Design adder_result_tx, sky130hd; sources not shown.
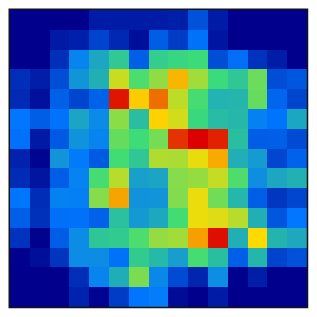
Figure 1: run 1, signal metal coverage by tile.
Scale: 4 px per um. The die is cut into 15 by 15 equal tiles; dark blue is low, red is high, scaled to the fullest tile. Values are wire area over tile area, all layers added.
nearly empty tiles: 16%
densest ninth of the die: centre
fullest tile: 0.46
emptiest ninth of the die: north-west
Vias: 1936
Global Route Usage Sum: 0.193
WL final: 4680 um
Routed WL per cell: 11.3 um

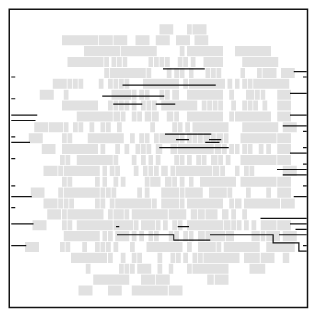
Figure 2: run 1, metal 3.
Scale: 4 px per um. Cells faint in the background.
wire length on this layer: 251 um
share of all routed wire: 5.4%
main direction: horizontal
longest straight run: 23.0 um
met3 usage: 0.0596

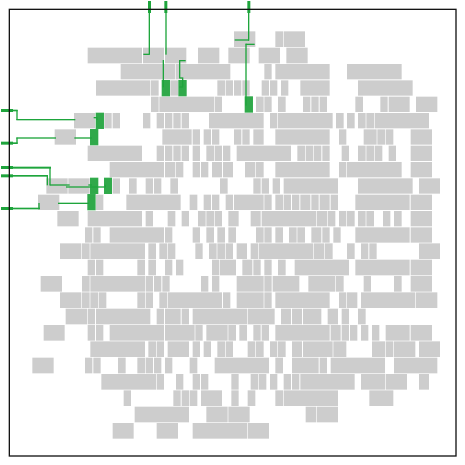
Figure 3: run 1, wires at chosen ports, followed through buffers.
Scale: 6 px per um.
legend:
  green:
    port: `f`
    bits: 8
    direction: input
    edge: 5 west, 3 north
    end_cells: 8
    buffers: 8
    wire: 105 um
Top Ports: 48
Port Buffers: 47

==> results_slide.txt, run 1 <==
Run Summary

Run status
  • Outcome: finished, final reports clean

Synthesis
  • Synth warn: 0
  • Mapped Area: 0.00222 mm2
  • Yosys reg bits: 45
  • Synthesized Nets: 344
  • Post-Syn Instances: 302
  • Synth Area per Inst: 7.35 um2
  • Synth unique cells: 17
  • Cells in synth_stat.txt: 302
  • Post-synth area from yosys stat: 0.00222 mm2
  • Seq/Total Area, Yosys: 0.508

Die
  • Site row count: 25
  • Core Util at FP: 0.470
  • Die height: 74.2 um
  • Die W: 74.2 um
  • Chip area: 0.00551 mm2
  • Core Footprint: 0.00472 mm2

Power
  • Sw Pwr: 1.38 mW
  • P_leak: 1.54 nW
  • Internal: 2.03 mW
  • Sequential fraction of design power: 0.424
  • Combinational share of power: 0.425
  • Final total power: 3.41 mW
  • VDD IR-drop max: 0.000480 V
  • Switch share: 0.404
  • Clk pwr share: 0.151
  • PwrDens: 1210 mW/mm2

Routing
  • Via density: 4.67
  • Post-route ant nets: 0
  • Drt drc: 0
  • Initial DRC count: 144
  • Detailed Routing Iterations Pass 1: 4

Final layout
  • Nets: 389
  • Synthesis-to-finish area growth: 27.3%
  • FILL cells: 436
  • Layout cells sized above 1: 0.0517
  • Diodes inserted: 0
  • Logic cell area: 950 um2
  • Final instance area: 0.00282 mm2
  • Flop area: 0.00113 mm2
  • Final core utilization: 0.598
  • Final std cells w/o fill: 415

CTS
  • H-tree levels: 2
  • CTS tree: yes
  • CTS max path bufs: 2
  • Worst-path clk slew: 0.09 ns
  • CTS sink cnt: 45
  • Clock Latency Late Sink: 0.31 ns
  • CTS buffer count: 5
  • Number of hold buffers added after CTS: 0
  • PostCTS Resize Cnt: 0
  • Root Driver: clkbuf_8
  • Setup Buffers After CTS: 0

Timing
  • Final Worst Setup Slack: 0.283 ns
  • F_max: 522 MHz
  • Worst-Margin Slew: 0.479 ns
  • Slew headroom: 0.680
  • Post-layout period usage: 0.871
  • RSZ-0062 raised after global routing: no
  • Final setup viols: 0
  • Minimum hold slack: 0.0955 ns
  • Minimum clock period: 1.92 ns
  • Final Skew: 0.00605 ns
  • TNS Setup: 0 ns
  • Slew Viols, Final: 0
  • Final hold violation count: 0

Worst setup path
  • WP buf/inv: 1
  • Slowest CP cell: clkdlybuf4s50_1
  • Critical Path, Cell by Cell: nor2_4, clkdlybuf4s50_1
  • Worst EP required: 1.76 ns
  • Worst setup EP type: output pin
  • Flop2flop setup slack: 0.51 ns
  • Crit path depth: 2
  • WP data arrival: 1.48 ns
  • WS Path Type: flip-flop to output pin
  • Worst stage delay on the critical path: 0.52 ns
  • Crit path max fanout: 6
  • Crit path max-delay family: buffers and inverters
  • Startpoint types: flip-flop
  • R2R depth: 9

GRT
  • Largest net degree at the start of global routing: 46
  • Initial antenna violation count: 0
  • First-pass GRT wire length: 8020 um
  • Grt total ovfl: 0
  • Vias in the first global route: 1897

Placed design
  • Setup WS pre-CTS: 0.402 ns
  • Placer Congestion: 0.868
  • Inst Count DP: 407
  • Placed cell area: 0.00273 mm2
  • DP Wirelength: 3400 um

Job
  • Tool warning count: 31
  • Max cap viols: 0

Worst hold path
  • HP Class: primary input to asynchronous set/reset pin
run 1: power by group through the flow:
stage / Clock [mW] / Combinational [mW] / Sequential, mW
detailed placement: 0 / 1.45 / 1.45
global route: 0.567 / 1.68 / 1.48
floorplan: 0 / 1.01 / 1.40
global placement: 0 / 1.41 / 1.44
CTS: 0.523 / 1.46 / 1.44
finish: 0.514 / 1.45 / 1.44
run 1: kinds of logic (layout without fill, tap and decap cells):
family,count (synthesis),count (layout),synth area share
AND-OR/OR-AND,17,17,0.0384
buffers and inverters,32,78,0.0643
AND/OR/NAND/NOR,202,202,0.356
flip-flops,45,45,0.508
adder cells (fa/ha/maj),6,6,0.0338
run 1: area by class of cell:
class,instances,share of cell area
timing repair buffer,49,0.175
clock inverter,3,0.00753
tap,67,0.0297
clock buffer,5,0.0244
inverter,21,0.0288
multi-input combinational,225,0.336
sequential,45,0.399
run 1: worst register-to-register path: stages (launching register included):
cell	delay [ns]
dfrtp_1	0.43
inv_1	0.17
ha_1	0.35
inv_1	0.20
nor2_1	0.13
nor2_1	0.06
nand2_1	0.10
nand2_1	0.06
nand2_1	0.06
nand2_1	0.05
run 1: layout by cell type (no fill, tap or decap), types with 2 or more instances in the layout:
cell type,n
nor2_1,17
ha_1,6
clkdlybuf4s50_1,46
a21oi_1,8
o21ai_0,9
clkbuf_8,5
dfrtp_1,45
inv_2,2
nand3_1,3
nand2_4,2
inv_1,18
nand2_1,177
run 1: routing by layer:
layer  vias to the layer above  share of wire  global-route usage
met2                        52           0.46               0.320
met3                         6          0.054              0.0596
li1                        993              -                   -
met1                       885           0.47               0.236
met5                         -              0                   0
met4                         0          0.017              0.0734
run 1: synthesized netlist by cell type:
cell type | instances | area (um2)
a21oi_1 | 8 | 40.0
buf_2 | 4 | 20.0
buf_4 | 4 | 30.0
clkbuf_1 | 3 | 11.3
dfrtp_1 | 45 | 1130
ha_1 | 6 | 75.1
inv_1 | 18 | 67.6
inv_2 | 2 | 7.51
inv_4 | 1 | 6.26
nand2_1 | 177 | 664
nand2_2 | 1 | 6.26
nand2_4 | 2 | 22.5
nand3_1 | 3 | 15.0
nand4_1 | 1 | 6.26
nor2_1 | 17 | 63.8
nor2_4 | 1 | 11.3
o21ai_0 | 9 | 45.0
Figure 4. Wiring by layer (run 1).
Scale: 4 px per um. Two of the layers only.
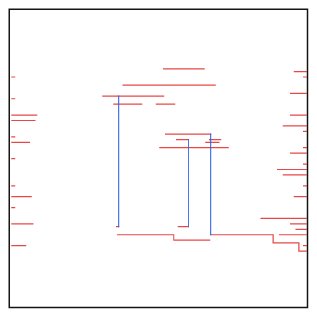

--- run 2 (diff from run 1) ---
CTS_CLUSTER_DIAMETER = 30   (was unset)
PLACE_DENSITY = unset   (was 0.81)
PLACE_DENSITY_LB_ADDON = 0.2   (was unset)
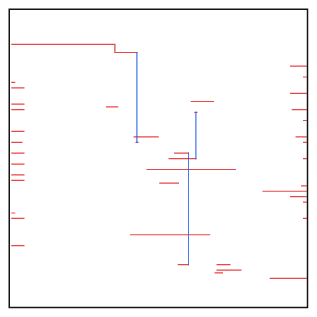
Figure 5: run 2, wiring by layer.
Scale: 4 px per um. Two of the layers only.
legend:
  blue:
    layer: met4
    wire_length: 61.9 um
  red:
    layer: met3
    wire_length: 195 um
Global Route Usage Sum: 0.192
Routed WL per cell: 11.3 um

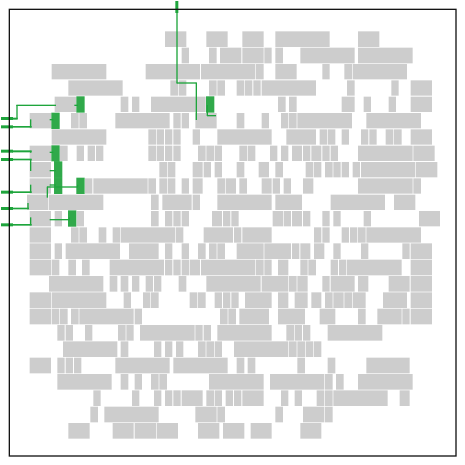
Figure 6: run 2, wires at chosen ports, followed through buffers.
Scale: 6 px per um.
legend:
  green:
    port: `f`
    bits: 8
    direction: input
    edge: 7 west, 1 north
    end_cells: 8
    buffers: 8
    wire: 71.3 um

==> results_slide.txt, run 2 <==
Run Summary

Synthesis
  • Mapped Area: 0.00222 mm2 (unchanged)
  • Synthesized Nets: 344 (unchanged)
  • Synth unique cells: 17 (unchanged)
  • Post-Syn Instances: 302 (unchanged)
  • Top cell area share: 0.508 (unchanged)
  • Cells in synth_stat.txt: 302 (unchanged)
  • Count leader, synth: nand2_1
  • Yosys top cell by area: dfrtp_1
  • Synth Area per Inst: 7.35 um2 (unchanged)
  • Synth warn: 0 (unchanged)
  • Flip-flops with a built-in enable: 0 (unchanged)
  • FFs w/ async S/R, synth: 1.00 (unchanged)
  • Post-synth area from yosys stat: 0.00222 mm2 (unchanged)
  • Top FF cell, synth: dfrtp_1
  • Yosys reg bits: 45 (unchanged)
  • Seq/Total Area, Yosys: 0.508 (unchanged)
  • Synth cell count leaders: nand2_1 (177), dfrtp_1 (45), inv_1 (18)
  • Biggest area cells: dfrtp_1 (51%), nand2_1 (30%), ha_1 (3.4%)

Timing
  • Slew headroom: 0.651 (-0.0289)
  • Slew Viols, Final: 0 (unchanged)
  • Final hold violation count: 0 (unchanged)
  • TNS Setup: 0 ns (unchanged)
  • Final Skew: 0.00920 ns (+0.00315 ns)
  • Minimum clock period: 1.90 ns (-0.0167 ns)
  • F_max: 526 MHz (+0.88%)
  • Worst-Margin Slew: 0.523 ns (+0.0441 ns)
  • RSZ-0062 raised after global routing: no
  • Final setup viols: 0 (unchanged)
  • Minimum hold slack: 0.115 ns (+0.0197 ns)
  • Post-layout period usage: 0.864 (-0.00760)

GRT
  • First-pass GRT wire length: 8130 um (+1.3%)
  • Initial antenna violation count: 0 (unchanged)
  • Vias in the first global route: 1776 (-6.4%)
  • Largest net degree at the start of global routing: 33 (-28%)
  • Grt total ovfl: 0 (unchanged)

Final layout
  • Diodes inserted: 0 (unchanged)
  • Most frequent logic cell in the layout: nand2_1
  • Final std cells w/o fill: 414 (-0.24%)
  • Layout cells sized above 1: 0.0461 (-0.00561)
  • Most common logic cells in the final layout: nand2_1 (177), clkdlybuf4s50_1 (46), dfrtp_1 (45)
  • Final instance area: 0.00282 mm2 (-0.13%)
  • Synthesis-to-finish area growth: 27.1%
  • Nets: 389 (unchanged)
  • Final core utilization: 0.597 (-0.000795)

Routing
  • WL final: 4690 um (about the same)
  • Detailed Routing Iterations Pass 1: 4 (unchanged)
  • Drt drc: 0 (unchanged)
  • Post-route ant nets: 0 (unchanged)
  • Vias: 1909 (-1.4%)
  • Via density: 4.61 (-1.2%)
  • Initial DRC count: 141 (-2.1%)

Worst hold path
  • HP Class: primary input to asynchronous set/reset pin

Power
  • VDD IR-drop max: 0.000545 V (+13%)
  • PwrDens: 1200 mW/mm2 (-0.15%)
  • P_leak: 1.54 nW (+0.26%)

Worst setup path
  • Worst EP required: 1.76 ns (about the same)
  • R2R depth: 9 (unchanged)
  • WP data arrival: 1.46 ns (-0.02 ns)
  • Flop2flop setup slack: 0.48 ns (-0.03 ns)
  • WS Path Type: flip-flop to output pin
  • Startpoint types: flip-flop
  • Worst setup EP type: output pin
  • Crit path max fanout: 6 (unchanged)

Job
  • Max cap viols: 0 (unchanged)
  • Tool warning count: 31 (unchanged)

Die
  • Site row count: 25 (unchanged)
  • Die W: 74.2 um (unchanged)
  • Top Ports: 48 (unchanged)
  • Chip area: 0.00551 mm2 (unchanged)
  • Core Footprint: 0.00472 mm2 (unchanged)
  • Die height: 74.2 um (unchanged)
  • Core Util at FP: 0.470 (unchanged)

CTS
  • Root Driver: clkbuf_8
  • Number of hold buffers added after CTS: 0 (unchanged)
  • Setup Buffers After CTS: 0 (unchanged)
  • CTS tree: yes
  • Clock Latency Late Sink: 0.29 ns (-0.02 ns)
  • Worst-path clk slew: 0.08 ns (about the same)
  • CTS buffer count: 5 (unchanged)
  • H-tree levels: 2 (unchanged)
  • CTS max path bufs: 2 (unchanged)
  • PostCTS Resize Cnt: 0 (unchanged)
  • CTS sink cnt: 45 (unchanged)

Placed design
  • Inst Count DP: 407 (unchanged)
  • DP Wirelength: 3340 um (-1.6%)
  • Port Buffers: 47 (unchanged)
  • Placed cell area: 0.00273 mm2 (unchanged)
  • Placer Congestion: 0.795 (-8.5%)

Run status
  • Outcome: finished, final reports clean
[run 2: netlist changes by cell type in the layout (fill, tap and decap cells not counted), sizes merged]
cell      previous run  this run
clkinv               1         0
clkbuf               5         6
clkinvlp             1         0
[run 2: worst max-delay path, cell delays in order, from the launching register on]
cell	delay, ns
dfrtp_1	0.47
nor2_4	0.18
clkdlybuf4s50_1	0.52
[run 2: logic make-up after synthesis]
group                      count (synthesis)  share of synthesized area
adders and majority gates                  6                     0.0338
DFF                                       45                      0.508
and+or+nand+nor                          202                      0.356
buffers and inverters                     32                     0.0643
AOI/OAI and AO/OA                         17                     0.0384
[run 2: layout make-up]
cell class / instances / area (um2)
Clock buffer: 6 / 82.6
Clock inverter: 1 / 3.75
Fill cell: 442 / 1900
Inverter: 21 / 81.3
Multi-Input combinational cell: 225 / 950
Sequential cell: 45 / 1130
Tap cell: 67 / 83.8
Timing Repair Buffer: 49 / 493
[run 2: routing by layer]
metal,up-vias,wire length (um),global-route usage
li1,994,-,-
met1,858,2280,0.266
met2,51,2150,0.308
met3,6,194,0.0379
met4,0,61,0.0615
met5,-,0,0
[run 2: power by group]
part | switching (mW) | total [mW] | internal (mW)
combinational | 0.843 | 1.45 | 0.606
sequential | 0.246 | 1.44 | 1.20
clock | 0.258 | 0.503 | 0.245
[run 2: per-stage QoR]
stage	power, mW	worst slack (ns)
2_1_floorplan	2.40	0.833
3_3_place_gp	2.88	0.510
3_5_place_dp	2.92	0.483
4_1_cts	3.43	0.298
5_1_grt	3.72	0.238
6_report	3.40	0.300
Power is estimated from default activity; no workload was simulated.
